**src/rtl/pipeline_reg_chain.sv**
```systemverilog
// pipeline_reg_chain: chain of STAGES valid/ready register slices, each with a main and a
// skid register, so every ready is a flop output and nothing runs combinationally from end
// to end. Total capacity is 2*STAGES words. Adds a synchronous flush and an occupancy count.
//
// Optional feature: define PIPE_STALL_CNT_EN to add the 16-bit saturating stall_cnt output.
//
// Ports:
//   clk        rising-edge clock
//   rst_n      asynchronous active-low reset
//   flush      synchronous clear of every stored word (data registers keep their values)
//   in_valid   upstream word valid
//   in_ready   chain can accept a word (registered, forced low by flush and during reset)
//   in_data    upstream payload
//   out_valid  word available at the output (gated low by flush)
//   out_ready  downstream accepts the word
//   out_data   payload from the last slice's main register
//   occupancy  number of words held, 0..2*STAGES
//   stall_cnt  edges with out_valid && !out_ready, saturating (PIPE_STALL_CNT_EN only)

module pipeline_reg_chain #(
  parameter int unsigned DATA_W = 32,
  parameter int unsigned STAGES = 2,
  parameter int unsigned CNT_W  = $clog2(2 * STAGES + 1)
) (
  input  logic              clk,
  input  logic              rst_n,
  input  logic              flush,
  input  logic              in_valid,
  output logic              in_ready,
  input  logic [DATA_W-1:0] in_data,
  output logic              out_valid,
  input  logic              out_ready,
  output logic [DATA_W-1:0] out_data,
  output logic [CNT_W-1:0]  occupancy
`ifdef PIPE_STALL_CNT_EN
  ,
  output logic [15:0]       stall_cnt
`endif
);

  // Slice state is encoded by {skid_valid, main_valid}.
  typedef enum logic [1:0] {
    StEmpty = 2'b00,
    StOne   = 2'b01,
    StFull  = 2'b11
  } slice_state_e;

  logic [STAGES-1:0] main_vld_q, main_vld_d;
  logic [STAGES-1:0] skid_vld_q, skid_vld_d;
  logic [DATA_W-1:0] main_q [STAGES];
  logic [DATA_W-1:0] main_d [STAGES];
  logic [DATA_W-1:0] skid_q [STAGES];
  logic [DATA_W-1:0] skid_d [STAGES];

  logic [STAGES-1:0] up_valid, up_ready, up_fire;
  logic [STAGES-1:0] dn_ready, dn_fire;
  logic [DATA_W-1:0] up_data [STAGES];

  // Low in reset, high from the first edge after reset release: keeps in_ready low in reset.
  logic rdy_en_q;

  logic [CNT_W-1:0] occ_q, occ_d;
  logic             in_fire, out_fire;

  // Inter-slice links. Slice g's downstream ready is slice g+1's registered upstream ready.
  for (genvar g = 0; g < STAGES; g++) begin : g_link
    if (g == 0) begin : g_head
      assign up_valid[g] = in_valid;
      assign up_data[g]  = in_data;
      assign up_ready[g] = rdy_en_q & ~skid_vld_q[g] & ~flush;
    end else begin : g_body
      assign up_valid[g] = main_vld_q[g-1];
      assign up_data[g]  = main_q[g-1];
      assign up_ready[g] = ~skid_vld_q[g];
    end

    if (g == STAGES - 1) begin : g_tail
      assign dn_ready[g] = out_ready & ~flush;
    end else begin : g_mid
      assign dn_ready[g] = ~skid_vld_q[g+1];
    end

    assign up_fire[g] = up_valid[g] & up_ready[g];
    assign dn_fire[g] = main_vld_q[g] & dn_ready[g];
  end

  assign in_fire  = up_fire[0];
  assign out_fire = dn_fire[STAGES-1];

  assign in_ready  = up_ready[0];
  assign out_valid = main_vld_q[STAGES-1] & ~flush;
  assign out_data  = main_q[STAGES-1];
  assign occupancy = occ_q;

  always_comb begin
    main_vld_d = main_vld_q;
    skid_vld_d = skid_vld_q;
    main_d     = main_q;
    skid_d     = skid_q;

    for (int i = 0; i < STAGES; i++) begin
      unique case (slice_state_e'({skid_vld_q[i], main_vld_q[i]}))
        StEmpty: begin
          if (up_fire[i]) begin
            main_vld_d[i] = 1'b1;
            main_d[i]     = up_data[i];
          end
        end
        StOne: begin
          if (up_fire[i] && dn_fire[i]) begin
            main_d[i] = up_data[i];
          end else if (up_fire[i]) begin
            skid_vld_d[i] = 1'b1;
            skid_d[i]     = up_data[i];
          end else if (dn_fire[i]) begin
            main_vld_d[i] = 1'b0;
          end
        end
        StFull: begin
          if (dn_fire[i]) begin
            main_d[i]     = skid_q[i];
            skid_vld_d[i] = 1'b0;
          end
        end
        default: begin
          // Skid valid without main valid is unreachable; recover to empty.
          main_vld_d[i] = 1'b0;
          skid_vld_d[i] = 1'b0;
        end
      endcase
    end

    // Flush discards every word; internal moves are suppressed so data registers hold.
    if (flush) begin
      main_vld_d = '0;
      skid_vld_d = '0;
      main_d     = main_q;
      skid_d     = skid_q;
    end
  end

  always_comb begin
    occ_d = occ_q + CNT_W'(in_fire) - CNT_W'(out_fire);
    if (flush) begin
      occ_d = '0;
    end
  end

  always_ff @(posedge clk or negedge rst_n) begin
    if (!rst_n) begin
      main_vld_q <= '0;
      skid_vld_q <= '0;
      rdy_en_q   <= 1'b0;
      occ_q      <= '0;
      for (int i = 0; i < STAGES; i++) begin
        main_q[i] <= '0;
        skid_q[i] <= '0;
      end
    end else begin
      main_vld_q <= main_vld_d;
      skid_vld_q <= skid_vld_d;
      rdy_en_q   <= 1'b1;
      occ_q      <= occ_d;
      main_q     <= main_d;
      skid_q     <= skid_d;
    end
  end

`ifdef PIPE_STALL_CNT_EN
  logic [15:0] stall_q, stall_d;

  always_comb begin
    stall_d = stall_q;
    if (flush) begin
      stall_d = '0;
    end else if (out_valid && !out_ready && (stall_q != 16'hFFFF)) begin
      stall_d = stall_q + 16'd1;
    end
  end

  always_ff @(posedge clk or negedge rst_n) begin
    if (!rst_n) begin
      stall_q <= '0;
    end else begin
      stall_q <= stall_d;
    end
  end

  assign stall_cnt = stall_q;
`endif

endmodule

```
**config.mk**
```make
export PLATFORM = sky130hd
export DESIGN_NAME = pipeline_reg_chain
export DESIGN_NICKNAME = d
export VERILOG_FILES = /design/src/rtl/pipeline_reg_chain.sv
export SDC_FILE = /design/constraint.sdc
export NUM_CORES = 1
export LEC_CHECK = 0
export ABC_AREA = 1
export CORE_ASPECT_RATIO = 0.7
export CORE_MARGIN = 2
export CORE_UTILIZATION = 48
export DETAILED_ROUTE_END_ITERATION = 10
export PLACE_DENSITY = 0.7
export SLEW_MARGIN = 20
export SYNTH_ARGS = -nofsm -noshare
export SYNTH_HDL_FRONTEND = slang
export SYNTH_SLANG_ARGS = --single-unit
```
**constraint.sdc**
```tcl
create_clock -name clk -period 2.82 [get_ports clk]
set_input_delay 0.705 -clock clk [delete_from_list [all_inputs] [get_ports clk]]
set_output_delay 0.705 -clock clk [all_outputs]
set_load 0.01 [all_outputs]
```
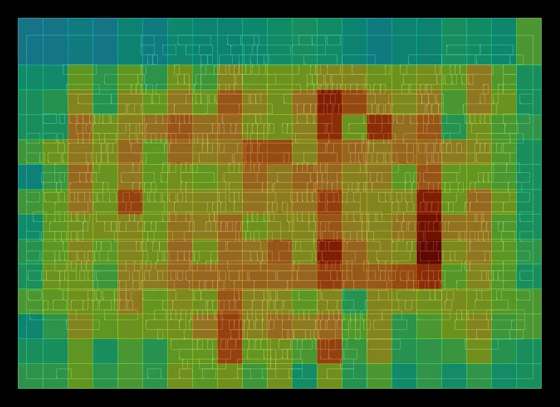
Run 1: track usage over the die
M3 GR Usage: 5.31%
total track usage: 20.6%
GRT met1 Usage: 30.3%
grt met2 use: 29.5%
most used routing layer: met1

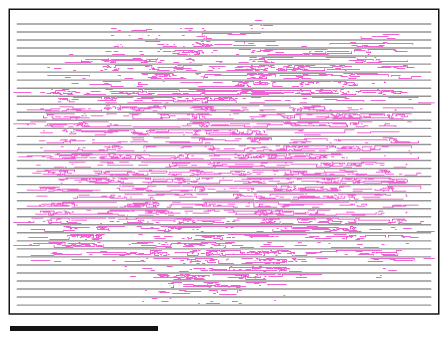
Run 1: signal wires on met1
Bar = 50 um. Supply wires on this layer in gray.
main direction: horizontal
share of all routed wire: 51%
wire length on this layer: 7170 um
longest straight run: 44.4 um
nets with wire on the layer: 796
vias: 5136
Detailed Route WL: 14100 um

==> flow_metrics.tcl, run 1 <==
# implementation run metrics
set metrics [dict create \
    synth-seq-cells 136 \
    p_clk_mw 2.38 \
    reg2reg_depth 9 \
    aoi_share_pct 11.4 \
    dp_slack_ps 36.1 \
    sh_seq_area_pct 43.2 \
    globalplace.congestion 0.803 \
    cts_root_buf "clkbuf_16" \
    p_int_mw 5.50 \
    io_pins 74 \
    cp_common_cell "clkdlybuf4s50_1" \
    yosys_cells 813 \
    rr_startpoint "skid_vld_q[1]" \
    die-area_mm2 0.0149 \
    p_sw_share_pct 36.6 \
    drtIter0Drc 491 \
    worstPathMaxFanout 3 \
    fp_util_pct 49.9 \
    clk_pin_slew_ps 60 \
    cts_tree "done" \
    required_ps 2120 \
    area_growth_syn_to_layout_pct 18.0 \
    rsz0062_at_grt "no" \
    utilization_pct 58.9 \
    ys_chip_area_mm2 0.00667 \
    antenna_found_initial 0 \
    fp.dieW_um 145 \
    max_freq_mhz 366 \
    crit_path_start_kind "input port" \
    h-tree-depth 4 \
    status "finished clean" \
    path_cells "clkdlybuf4s50_1 > nor2_2 > nand2_1 > inv_1 > clkdlybuf4s50_1" \
    cp_data_arrival_time_ps 2030 \
    overflow 0 \
    top_power_group "registers" \
    ctsHoldBuffers 0 \
    ff_count 136 \
    cpPeakStageDelay_ps 530 \
    clk_path_buf_depth 2 \
    io_buffers 73 \
    ant_nets 0 \
    mux_share_pct 0 \
    seqPwrFrac_pct 38.3 \
    p_per_area_mw_per_mm2 1100 \
    switchingPower_mw 3.17 \
    reg2reg_to "out_data[23]" \
]
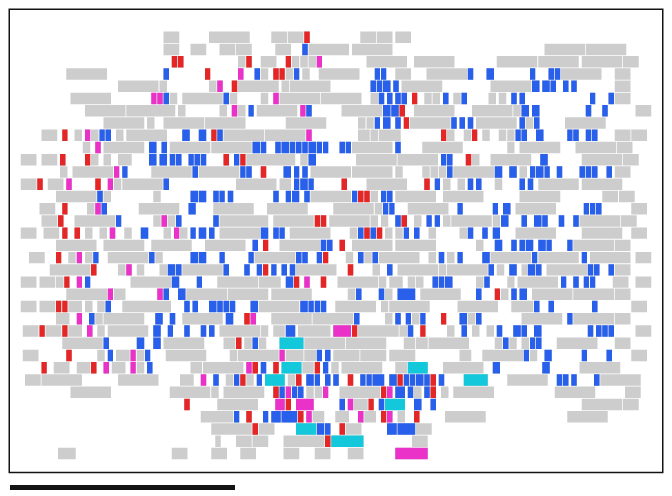
Run 1: gate-type map
Bar = 50 um.
| family | color | cells |
|---|---|---|
| fa/ha/maj cells | cyan | 8 |
| inv cells | red | 81 |
| nand cells | blue | 325 |
| nor cells | magenta | 44 |
most frequent logic cell in the layout: nand2_1
Cell Count, Final, Fillers Out: 1039

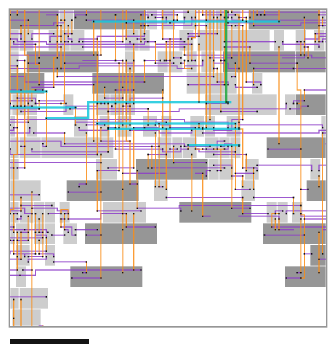
Run 1: a small window of the routed layout
Bar = 10 um. Region (89, 6) to (129, 46) um. Cells in gray, sequential cells in the stronger gray; small squares are vias.
| layer | color |
|---|---|
| M3 | cyan |
| M1 | purple |
| M2 | orange |
| M4 | green |
cells with their middle in the window: 94
netlist names of flops here include: skid_q (7), out_data (5)
sequential cells in the window: 14
most frequent: nand2_1 (33), o21ai_0 (16), dfrtp_1 (14)

==> run 1: layer usage <==
metal,up-vias,part of all wire (%)
li1,2585,-
met2,143,42
met1,2395,51
met4,0,1.3
met5,-,0
met3,13,6.0
==> run 1: placed cells by master (no fill, tap or decap), types with 3 or more instances in the layout <==
cell type        instances
nand2_1                248
dfrtp_1                136
o21ai_0                100
inv_1                   80
clkdlybuf4s50_1         72
nand3_1                 69
nor2_1                  40
a21oi_1                 28
clkbuf_16               17
buf_4                   11
a21oi_2                  7
ha_1                     5
bufinv_16                4
nand2_2                  3
clkinvlp_4               3
clkbuf_8                 3
==> run 1: through the flow <==
step                hold WS (ps)  cell area, um2
finish                       138            7870
global route                 144            7870
CTS                          142            7870
detailed placement           460            7230
global placement             454            7230
floorplan                    409            6670
Run 1, signal wires on met3:
Bar = 50 um.
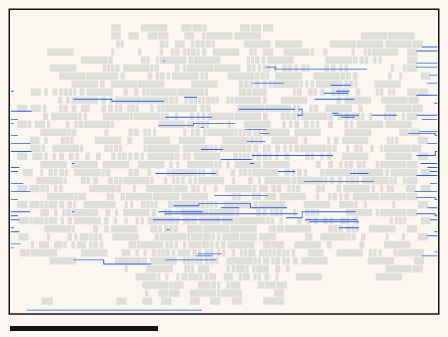

## Run 2: what changed since run 1
--- a/config.mk
+++ b/config.mk
@@ -10,7 +10,7 @@
 export CORE_MARGIN = 2
 export CORE_UTILIZATION = 48
 export DETAILED_ROUTE_END_ITERATION = 10
-export PLACE_DENSITY = 0.7
+export PLACE_DENSITY_LB_ADDON = 0.1
 export SLEW_MARGIN = 20
 export SYNTH_ARGS = -nofsm -noshare
 export SYNTH_HDL_FRONTEND = slang
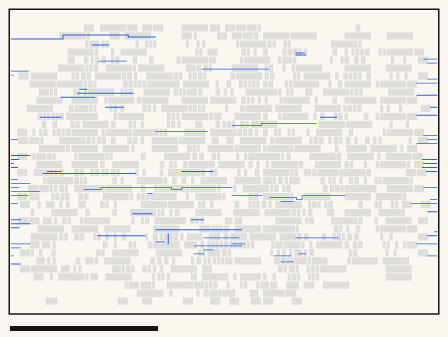
Run 2: signal wires on met3
Bar = 50 um.
share of all routed wire: 4.4%
longest straight run: 31.3 um
nets with wire on the layer: 68
main direction: horizontal
wire length on this layer: 630 um
M3 GR Usage: 4.73%
vias: 5127
Detailed Route WL: 14400 um

==> flow_metrics.tcl, run 2 <==
# implementation run metrics
set metrics [dict create \
    ff_count 136 \
    worstPathMaxFanout 2 \
    max_freq_mhz 375 \
    globalplace.congestion 0.813 \
    top_power_group "registers" \
    switchingPower_mw 3.15 \
    ant_nets 0 \
    io_buffers 73 \
    grtUsageMet2_pct 32.5 \
    p_per_area_mw_per_mm2 1140 \
    cp_data_arrival_time_ps 1960 \
    layout_top_cell "nand2_1" \
    met2_length_um 6390 \
    ys_chip_area_mm2 0.00667 \
    overflow 0 \
    seqPwrFrac_pct 36.0 \
    synth-seq-cells 136 \
    h-tree-depth 4 \
    area_growth_syn_to_layout_pct 20.3 \
    aoi_share_pct 11.4 \
    ctsHoldBuffers 0 \
    antenna_found_initial 0 \
    fp_util_pct 49.9 \
    mux_share_pct 0 \
    io_pins 74 \
    crit_path_start_kind "input port" \
    cts_root_buf "clkbuf_16" \
    p_sw_share_pct 34.5 \
    fin_cells 1045 \
    utilization_pct 60.1 \
    dr.max_layer_used "met4" \
    gr-usage-met1_pct 29.0 \
    dpl_cell_area_mm2 0.00729 \
    drtIter0Drc 353 \
    status "finished clean" \
    yosys_cells 813 \
    fp.dieW_um 145 \
    cts_tree "done" \
    p_int_mw 5.97 \
    die-area_mm2 0.0149 \
    p_clk_mw 2.76 \
    wl_met1_um 7320 \
    rr_startpoint "skid_vld_q[1]" \
    cpPeakStageDelay_ps 540 \
    grt.total_usage_pct 20.5 \
]
==> run 2: cell types whose count changed in the layout (fill, tap and decap cells not counted), sizes merged <==
| cell | previous run | this run |
|---|---|---|
| buf | 14 | 20 |
| clkbuf | 21 | 19 |
| clkinv | 4 | 3 |
| bufinv | 4 | 9 |
| clkinvlp | 3 | 1 |
==> run 2: worst paths after layout <==
path | end | slack (ps) | cells past startpoint
worst max-delay path | out_valid | 160 | 4
worst min-delay path | main_q[59] | 220 | 1
max in group asynchronous | skid_q[43] | 1950 | 2
min in group clk | out_data[29] | 470 | 2
worst min register to register | out_data[29] | 470 | 2
worst max register to register | out_data[18] | 750 | 9
